File: src/rtl/rv_rsp_tag_resolver_pkg.sv
// rv_rsp_tag_resolver_pkg
//   Shared types and defaults for the response tag resolver slice.
//   - SIZE_DEF / ADDRW_DEF : tag slot count and tag width
//   - NUM_LANES_DEF        : lanes per request
//   - DATAW_DEF / RSPW_DEF : metadata width and data bits per lane
//   - lane_mask_t / tag_t  : lane-mask and tag types at the default sizes
//   - RV_LANE_SLICE(i, w)  : part-select for lane i of a packed lane bus
package rv_rsp_tag_resolver_pkg;

   localparam int unsigned SIZE_DEF      = 4;
   localparam int unsigned ADDRW_DEF     = $clog2(SIZE_DEF);
   localparam int unsigned DATAW_DEF     = 8;
   localparam int unsigned NUM_LANES_DEF = 4;
   localparam int unsigned RSPW_DEF      = 32;

   typedef logic [NUM_LANES_DEF-1:0] lane_mask_t;
   typedef logic [ADDRW_DEF-1:0]     tag_t;

endpackage

`define RV_LANE_SLICE(i, w) ((i)*(w)) +: (w)

File: src/rtl/rv_rsp_pending_table.sv
// rv_rsp_pending_table
//   SIZE x NUM_LANES register array of lanes still outstanding per tag.
//   Ports:
//     clk, reset             clock, asynchronous active-low clear
//     wr_en/wr_addr/wr_mask  expect write port (wins over the clear port)
//     wr_old                 current contents at wr_addr
//     rd_addr/rd_mask        combinational read for the response lookup
//     clr_en/clr_lanes       read-modify-write: pending[rd_addr] &= ~clr_lanes
module rv_rsp_pending_table
   import rv_rsp_tag_resolver_pkg::*;
#(
   parameter int unsigned SIZE      = SIZE_DEF,
   parameter int unsigned ADDRW     = $clog2(SIZE),
   parameter int unsigned NUM_LANES = NUM_LANES_DEF
) (
   input  logic                 clk,
   input  logic                 reset,
   input  logic                 wr_en,
   input  logic [ADDRW-1:0]     wr_addr,
   input  logic [NUM_LANES-1:0] wr_mask,
   output logic [NUM_LANES-1:0] wr_old,
   input  logic [ADDRW-1:0]     rd_addr,
   output logic [NUM_LANES-1:0] rd_mask,
   input  logic                 clr_en,
   input  logic [NUM_LANES-1:0] clr_lanes
);

   logic [NUM_LANES-1:0] pending [SIZE];

   assign rd_mask = pending[rd_addr];
   assign wr_old  = pending[wr_addr];

   always_ff @(posedge clk or negedge reset) begin
      if (!reset) begin
         for (int unsigned i = 0; i < SIZE; i++) pending[i] <= '0;
      end else begin
         if (clr_en) pending[rd_addr] <= pending[rd_addr] & ~clr_lanes;
         // Later assignment wins, so an expect to the same tag overrides the clear.
         if (wr_en)  pending[wr_addr] <= wr_mask;
      end
   end

endmodule

File: src/rtl/rv_rsp_tag_resolver.sv
// rv_rsp_tag_resolver
//   Resolves tagged memory response beats against the per-slot pending lane
//   masks, emits one registered output beat per useful input beat, and
//   pulses release_slot when the final lanes of a request arrive.
//   Ports:
//     clk, reset                          clock, asynchronous active-low reset
//     expect_valid/expect_tag/expect_mask record lanes for a newly allocated slot
//     rsp_valid/rsp_ready/rsp_tag/rsp_mask/rsp_data  response beat input
//     lookup_addr/lookup_data             combinational metadata table read
//     out_valid/out_ready/out_tag/out_meta/out_mask/out_data/out_eop  output beat
//     release_slot/release_addr           one-cycle slot free pulse
//     err                                 sticky protocol error
module rv_rsp_tag_resolver
   import rv_rsp_tag_resolver_pkg::*;
#(
   parameter int unsigned SIZE      = SIZE_DEF,
   parameter int unsigned ADDRW     = $clog2(SIZE),
   parameter int unsigned DATAW     = DATAW_DEF,
   parameter int unsigned NUM_LANES = NUM_LANES_DEF,
   parameter int unsigned RSPW      = RSPW_DEF
) (
   input  logic                      clk,
   input  logic                      reset,
   input  logic                      expect_valid,
   input  logic [ADDRW-1:0]          expect_tag,
   input  logic [NUM_LANES-1:0]      expect_mask,
   input  logic                      rsp_valid,
   input  logic [ADDRW-1:0]          rsp_tag,
   input  logic [NUM_LANES-1:0]      rsp_mask,
   input  logic [NUM_LANES*RSPW-1:0] rsp_data,
   output logic                      rsp_ready,
   output logic [ADDRW-1:0]          lookup_addr,
   input  logic [DATAW-1:0]          lookup_data,
   output logic                      out_valid,
   input  logic                      out_ready,
   output logic [ADDRW-1:0]          out_tag,
   output logic [DATAW-1:0]          out_meta,
   output logic [NUM_LANES-1:0]      out_mask,
   output logic [NUM_LANES*RSPW-1:0] out_data,
   output logic                      out_eop,
   output logic                      release_slot,
   output logic [ADDRW-1:0]          release_addr,
   output logic                      err
);

   logic [NUM_LANES-1:0] cur, hit, rem, wr_old, exp_prior;
   logic                 acc, normal, last, beat_err, exp_err;

   rv_rsp_pending_table #(
      .SIZE      (SIZE),
      .ADDRW     (ADDRW),
      .NUM_LANES (NUM_LANES)
   ) u_pending (
      .clk       (clk),
      .reset     (reset),
      .wr_en     (expect_valid),
      .wr_addr   (expect_tag),
      .wr_mask   (expect_mask),
      .wr_old    (wr_old),
      .rd_addr   (rsp_tag),
      .rd_mask   (cur),
      .clr_en    (normal),
      .clr_lanes (rsp_mask)
   );

   assign rsp_ready   = ~out_valid | out_ready;
   assign lookup_addr = rsp_tag;

   always_comb begin
      acc      = rsp_valid & rsp_ready;
      hit      = rsp_mask & cur;
      rem      = cur & ~rsp_mask;
      normal   = acc & (|hit);
      last     = normal & ~(|rem);
      beat_err = acc & (~(|hit) | (|(rsp_mask & ~cur)));
      // A same-tag expect sees the slot as already cleared by the accepted beat,
      // so release-then-reallocate in one cycle is not an overwrite error.
      exp_prior = (normal && (rsp_tag == expect_tag)) ? rem : wr_old;
      exp_err   = expect_valid & (|exp_prior);
   end

   always_ff @(posedge clk or negedge reset) begin
      if (!reset) begin
         out_valid    <= 1'b0;
         out_tag      <= '0;
         out_meta     <= '0;
         out_mask     <= '0;
         out_data     <= '0;
         out_eop      <= 1'b0;
         release_slot <= 1'b0;
         release_addr <= '0;
         err          <= 1'b0;
      end else begin
         release_slot <= last;
         if (last) release_addr <= rsp_tag;
         if (rsp_ready) out_valid <= normal;
         if (normal) begin
            out_tag  <= rsp_tag;
            out_meta <= lookup_data;
            out_mask <= hit;
            out_data <= rsp_data;
            out_eop  <= ~(|rem);
         end
         if (beat_err || exp_err) err <= 1'b1;
      end
   end

endmodule

File: config.mk
export PLATFORM = sky130hd
export DESIGN_NAME = rv_rsp_tag_resolver
export DESIGN_NICKNAME = d
export VERILOG_FILES = /design/src/rtl/rv_rsp_tag_resolver_pkg.sv /design/src/rtl/rv_rsp_pending_table.sv /design/src/rtl/rv_rsp_tag_resolver.sv
export SDC_FILE = /design/constraint.sdc
export NUM_CORES = 1
export LEC_CHECK = 0
export ABC_AREA = 1
export CAP_MARGIN = 20
export CORE_UTILIZATION = 40
export DETAILED_ROUTE_END_ITERATION = 8
export HOLD_SLACK_MARGIN = 0.06
export PLACE_DENSITY = 0.88
export SYNTH_ARGS = -nofsm -noshare
export SYNTH_HDL_FRONTEND = slang
export SYNTH_SLANG_ARGS = --single-unit
File: constraint.sdc
create_clock -name clk -period 3.2 [get_ports clk]
set_clock_uncertainty 0.15 [all_clocks]
set_input_delay 0.8 -clock clk [delete_from_list [all_inputs] [get_ports clk]]
set_output_delay 0.8 -clock clk [all_outputs]
set_load 0.01 [all_outputs]
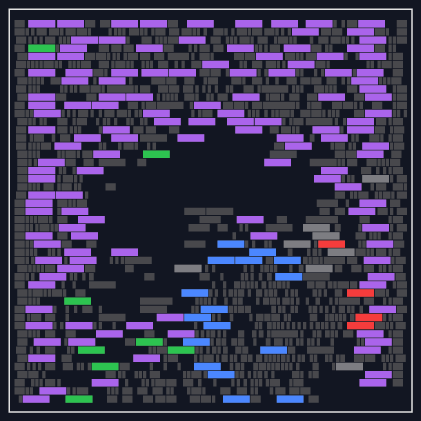
**Above:** where the registers sit.
Scale: 3 px per µm. Other sequential cells in the stronger grey, the rest of the logic in the fainter grey.
legend:
  green:
    netlist_name: out_meta
    placed_flops: 8
  red:
    netlist_name: out_mask
    placed_flops: 4
    where: lower right
  blue:
    netlist_name: u_pending.pending
    placed_flops: 16
  purple:
    netlist_name: out_data
    placed_flops: 128
    where: spread over the die
not coloured: 8

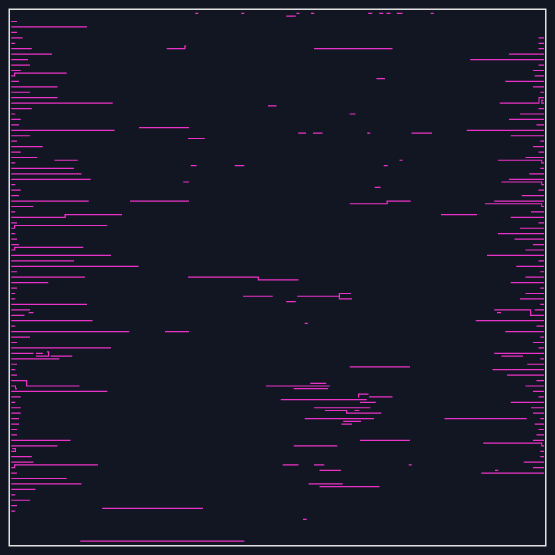
**Above:** M3 wires.
Scale: 4 px per µm.
nets with wire on the layer: 216
share of all routed wire: 8.0%
longest straight run: 40.7 µm
wire length on this layer: 1610 µm

-- cells by family after synthesis --
logic type | after synthesis | synth area share
and+or+nand+nor | 584 | 0.3287
DFF | 164 | 0.5908
AOI/OAI and AO/OA | 20 | 0.01603
buffers and inverters | 81 | 0.06448
-- registers in the layout, summed over array words and instances, names as in the netlist --
signal             cells
out_meta               8
out_valid              1
out_data             128
release_addr           2
err                    1
release_slot           1
u_pending.pending     16
out_eop                1
out_mask               4
out_tag                2
-- worst max-delay path by stage --
stage,startpoint,to,slack (ns)
after floorplan,rsp_tag[0],u_pending.pending[10]$_DFF_PN0_,1.01
after global placement,rsp_tag[1],lookup_addr[1],0.20
after detailed placement,rsp_tag[0],out_data[53]$_DFFE_PN0N_,0.14
after CTS,rsp_tag[1],lookup_addr[1],0.19
after global routing,rsp_tag[1],lookup_addr[1],0.15
final,rsp_tag[1],lookup_addr[1],0.19
-- through the flow --
| stage | hold slack [ns] | cell area [µm²] |
|---|---|---|
| floorplan | 0.3533 | 6947 |
| global placement | 0.3025 | 10180 |
| detailed placement | 0.3081 | 10180 |
| CTS | 0.2168 | 10780 |
| global route | 0.2332 | 10780 |
| finish | 0.2016 | 10780 |
-- metal layers --
layer	track usage	routed length, µm
met4	0.1092	673
met1	0.2693	7929
met3	0.06916	1611
met2	0.3958	10030
met5	0	0
-- power by group through the flow --
| stage | sequential (µW) | clock [µW] | combinational (µW) |
|---|---|---|---|
| after global routing | 3310 | 2200 | 3460 |
| after global placement | 3210 | 0 | 3120 |
| after CTS | 3220 | 2120 | 3220 |
| after floorplan | 3510 | 0 | 969 |
| after detailed placement | 3230 | 0 | 3210 |
| final | 3230 | 2080 | 3180 |
==> notes.md <==
Notes on the physical design

The clock group share of total power is 0.245. For this run the detailed placement stage logged an HPWL of 14720 µm. The number of warnings in the stage logs is 26. Counting every instance in the synthesized netlist gives 849. The worst slack after detailed placement is 0.1376 ns. Per the placement report, the placed cell count is 1348. By instance count after routing, the leading logic cell types are sky130_fd_sc_hd__nand2_1, sky130_fd_sc_hd__clkdlybuf4s50_1, sky130_fd_sc_hd__dfrtp_1, sky130_fd_sc_hd__inv_1, sky130_fd_sc_hd__nand3_1. The overall global routing resource usage is 0.2328. The top cell family by delay on the critical path is buffers and inverters. After synthesis, the share of flip-flops with an asynchronous set or reset is 1.000.

The biggest cell delay along the critical path is 0.65 ns. The worst setup path is launched from a primary input. The overall chip area is 0.01790 mm². Setup repair after global routing left no endpoint under its margin. The later-pin clock latency in the skew report is 0.42 ns.

The sequential share of power is 0.380. The number of antenna violations at the first check in global routing is 1. For this run, the leading register cell type out of synthesis is sky130_fd_sc_hd__dfrtp_1. The CTS log lists the clock sinks for this run as 164.

The clock input transition at the sequential cells of the worst setup and hold paths is 0.07 ns. Before antenna repair, the detailed router went through 5 iterations. The horizontal die dimension is 133.8 µm. The worst setup path is of the primary input to output pin kind. Looking at the clock tree report, the H-tree level count equals 4. The number of global-route vias before repair was 6475.

The vertical die dimension is 133.8 µm. After synthesis the cells add up to 0.006947 mm². The buffer share of cell area is 0.3018. Checking hold timing, the worst path is listed with class primary input to async pin. The number of max-slew violations in the final report is 0.

For this floorplan the total number of well-tap instances is 220. The detailed router reported a total wirelength of 20250 µm. The clock passes through at most 2 buffers.

The slowest stage of the critical path is the sky130_fd_sc_hd__clkdlybuf4s50_1 cell. TritonCTS created 17 clock buffers. The maximum net fanout on the critical path is 8. After global routing the overflow that remains totals 0. The TritonCTS clock tree is done. After detailed routing, the number of vias per cell comes to 4.711. The most common cell in the netlist is sky130_fd_sc_hd__nand2_1. The number of cell instances after yosys synthesis is 849. The number of filler cells placed in the layout is 1350. The number of clock-tree buffers in the layout is 20. Setup slack on the worst reg-to-reg path comes out at 1.25 ns. Per STA, the worst path is made up of clkdlybuf4s50_1 -> clkdlybuf4s50_1.

Ranked by total cell area, the synthesized netlist is headed by sky130_fd_sc_hd__dfrtp_1, sky130_fd_sc_hd__nand2_1, sky130_fd_sc_hd__buf_6. The switching component of the power was reported as 2731 µW. The flow ran to the end, and the final reports show no timing, DRC or antenna violations. The total number of multi-input combinational cells is 604. The commonest cells after synthesis are sky130_fd_sc_hd__nand2_1, sky130_fd_sc_hd__dfrtp_1, sky130_fd_sc_hd__inv_1.

Buffers inserted to repair hold after CTS numbered 0. The total inserted antenna cells is 1. The area added between synthesis and finish is 55.24%.

The count of boundary I/O pins is 304. The number of failing setup endpoints in the final timing report is 0. For this sky-water flow run, the detailed-routed wirelength per cell is reported as 14.67 µm. The average cell area after synthesis is 8.182 µm². During placement, the flow inserted port buffers numbering 303.

The net count after synthesis is 1002. The DRC violations left is 0. The final estimated routing congestion in global placement is 0.8794. The worst setup path is captured at an output pin. The number of warnings reported in the yosys synthesis log is 0. The area share of the largest cell type after synthesis is 0.5908.

The shortest period the worst path allows is 3.011 ns. The count of cells in the finished layout, fillers not included, comes to 1380. For the final routed database, the setup TNS stands at 0 ns.

The count of routing violations after the opening detailed-route iteration is 403. The required time of the critical path is 2.25 ns. The share of cells above drive strength 1 is 0.04745. The path length in cells of the critical path is 2. Of the total power, the share spent switching nets is 0.3221. The area-dominant cell class after layout is registers. In the final layout, flip-flops and latches occupy 0.004104 mm². Post-synthesis, Yosys gives the total cell area as 0.006947 mm².

Looking at the post-CTS report, the setup buffer insertion count equals 0. The net count of the finished layout is 1300. The final worst setup slack is 0.1887 ns.

Measured against its own limit, the worst slew margin works out to 0.6075. The report lists the number of cells resized after CTS as 0. The via count is 6501. The peak ir drop on the vdd network is 459.2 µV. The number of buffers other than clock buffers in the final layout is 319.
Power is estimated from default activity; no workload was simulated.
